Figure 1. Met1 routing.
Scale bar: 20 um. Supply wires on this layer in gray.
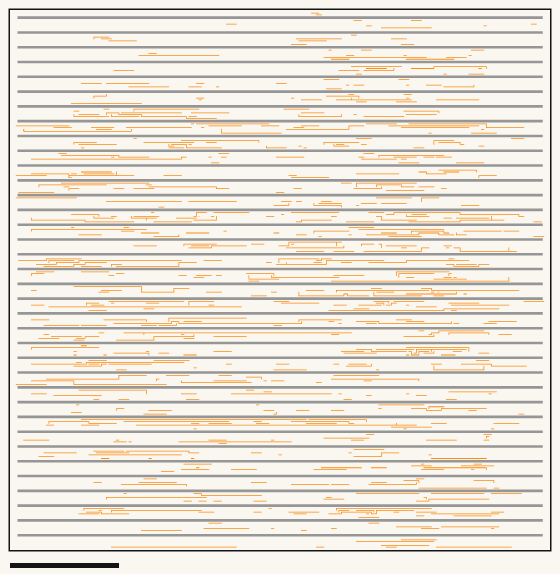
Figure 2. M2 wires.
Scale bar: 20 um.
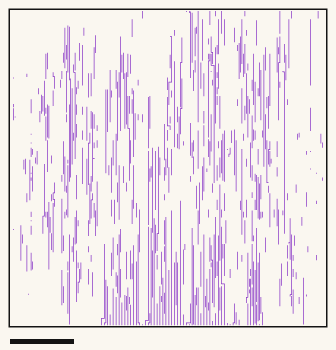
Figure 3. Met3 routing.
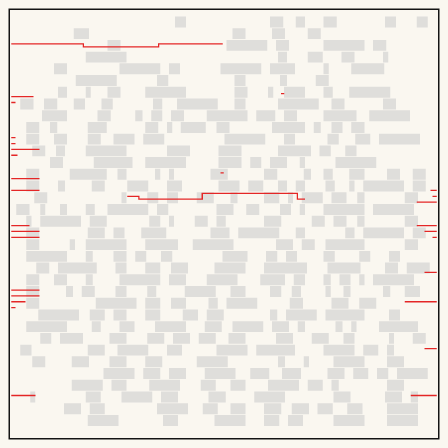
Figure 4. Congestion heat map.
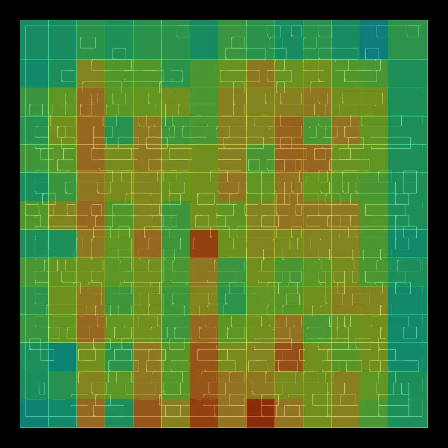
Design input_route_stage, sky130hd; sources not shown.
==> flow_metrics.env <==
# yosys + openroad results
export IMPL_yosys_area_um2=1990
export IMPL_syn_area_per_cell_um2=10.0
export IMPL_failed_checks="setup timing"
export IMPL_viasPerCell=4.68
export IMPL_drc=0
export IMPL_grt_pass1_wl_um=12600
export IMPL_fp_utilization_pct=21.6
export IMPL_grt_ovfl_total=0
export IMPL_start_kind="register"
export IMPL_hpwl_um=5750
export IMPL_power_switching_mw=1.37
export IMPL_cts_tree="yes"
export IMPL_cts_sinks=36
export IMPL_final_cells=440
export IMPL_io_pins=91
export IMPL_fp_nets=232
export IMPL_pwr_share_comb_pct=48.6
export IMPL_clock_power_share_pct=17.5
export IMPL_yosysSeqAreaShare_pct=45.3
export IMPL_tightest_slew_ps=537
export IMPL_critical_path_class="register to primary output"
export IMPL_dp_cells=424
export IMPL_fmax_ghz=0.499
export IMPL_root_buffer="clkbuf_8"
export IMPL_cellPowerDensity_nw_per_um2=799
export IMPL_area_leaders="dfrtp_1 (45%), xor2_1 (11%), and3_1 (8.2%), nor3_1 (4.3%), nor4_2 (3.1%)"
export IMPL_final_hold_viol_count=0
export IMPL_finalSetupViolCount=26
export IMPL_antenna_found_initial=0
export IMPL_reg2reg_depth=5
export IMPL_numCtsBuffers=5
export IMPL_power_mw=3.23
export IMPL_drv_cap=0
export IMPL_min_period_over_period_pct=104
export IMPL_peakVddDrop_uv=441
export IMPL_synthArstFlopShare_pct=100
export IMPL_fin_crit_ps=2000
export IMPL_numSynthFlops=36
export IMPL_setup_ws_ps=-72.1
export IMPL_gp_congestion=0.733
export IMPL_rrSetupSlack_ps=70
export IMPL_status="finished, violations left"
export IMPL_synth_cells_most_frequent="dfrtp_1 (36), and3_1 (26), xor2_1 (26), nor3_1 (17), nand2_1 (14)"
export IMPL_crit_fanout=3
export IMPL_setup_tns_ps=-895
Back to the opening pictures, Figure 1:
nets with wire on the layer = 311
share of all routed wire = 43%
GR Layer Usage met1: 20.4%
Total Wirelength: 7670 um

Back to the opening pictures, Figure 2:
wire length on this layer = 4120 um
longest straight run = 50.8 um
main direction = vertical
nets with wire on the layer = 351
M2 GR Usage: 30.4%
Vias: 2060

Back to the opening pictures, Figure 3:
share of all routed wire = 2.5%
main direction = horizontal
nets with wire on the layer = 28
wire length on this layer = 191 um
longest straight run = 22.1 um
grt met3 use: 2.74%

Back to the opening pictures, Figure 4:
final core occ: 44.0%
DR WL/cell: 17.4 um
grt peak-use layer: met2

[per-stage QoR]
step                      hold WS, ps  area, um^2
after floorplan                 -56.1        2170
after global placement            228        3630
after detailed placement          232        3630
after CTS                         309        3990
after global routing              354        4050
final                             294        4050
[routing by layer]
| metal | share of wire, % | wire [um] | global-route usage [%] | vias to the layer above |
|---|---|---|---|---|
| li1 | - | - | - | 973 |
| met1 | 43 | 3310 | 20.4 | 1052 |
| met2 | 54 | 4120 | 30.4 | 31 |
| met3 | 2.5 | 191 | 2.74 | 4 |
| met4 | 0.69 | 53 | 3.05 | 0 |
| met5 | 0 | 0 | 0 | - |
[layout make-up]
class / count / area [um^2]
Clock buffer: 8 / 90.1
Fill cell: 973 / 5150
Inverter: 2 / 7.51
Multi-Input combinational cell: 154 / 1440
Sequential cell: 36 / 941
Tap cell: 111 / 139
Timing Repair Buffer: 129 / 1430
[power groups by stage]
| stage | sequential, mW | clock (mW) | combinational (mW) |
|---|---|---|---|
| final | 1.10 | 0.564 | 1.57 |
| after global routing | 1.12 | 0.622 | 1.66 |
| after CTS | 1.10 | 0.599 | 1.56 |
| after detailed placement | 1.13 | 0 | 1.41 |
| after global placement | 1.12 | 0 | 1.37 |
| after floorplan | 1.48 | 0 | 0.444 |
[logic make-up (layout without fill, tap and decap cells)]
group / count (synthesis) / count (layout) / synth area share [%]
and+or+nand+nor: 108 / 108 / 33.1
buffers and inverters: 9 / 139 / 2.01
muxes: 3 / 3 / 1.70
xor gates and xnor gates: 28 / 28 / 12.3
DFF: 36 / 36 / 45.3
AOI/OAI and AO/OA: 10 / 10 / 2.83
adders and majority gates: 4 / 4 / 2.52
other: 1 / 1 / 0.188
[critical path: stages, from the launching register on]
cell and delay, ps:
dfrtp_1 400, or4_4 550, buf_6 140, a21oi_4 130, buf_12 150
[what timing repair did]
action,4_1_cts,5_1_grt
setup endpoints to repair,81,59
cloned,2,0
pin swaps,43,22
buffers inserted,5,0
hold buffers,1,0
endpoints found under the hold margin,4,0
gates resized,94,10
[placed cells by master, fill, tap and decap left out, types with 2 or more instances in the layout]
master / synthesis / layout
clkbuf_8: 0 / 6
clkdlybuf4s50_1: 0 / 23
and3_1: 26 / 2
nor4_4: 0 / 6
buf_2: 2 / 3
nor2_2: 0 / 3
clkbuf_1: 4 / 2
nor3b_2: 0 / 3
nor2_1: 7 / 3
and2_1: 2 / 2
nor3_4: 0 / 3
nand3_2: 0 / 2
nand2b_1: 2 / 2
buf_12: 0 / 26
dfrtp_2: 0 / 32
nand4_1: 8 / 8
mux2_4: 0 / 3
xnor2_1: 2 / 2
ha_4: 0 / 2
o21ai_0: 6 / 6
dfrtp_1: 36 / 4
dlygate4sd2_1: 0 / 27
and3_4: 0 / 24
nand3_1: 8 / 6
buf_4: 1 / 36
nor3_2: 0 / 7
nand2_1: 14 / 14
xor2_1: 26 / 26
and4_1: 4 / 4
buf_6: 0 / 11
nor3_1: 17 / 7
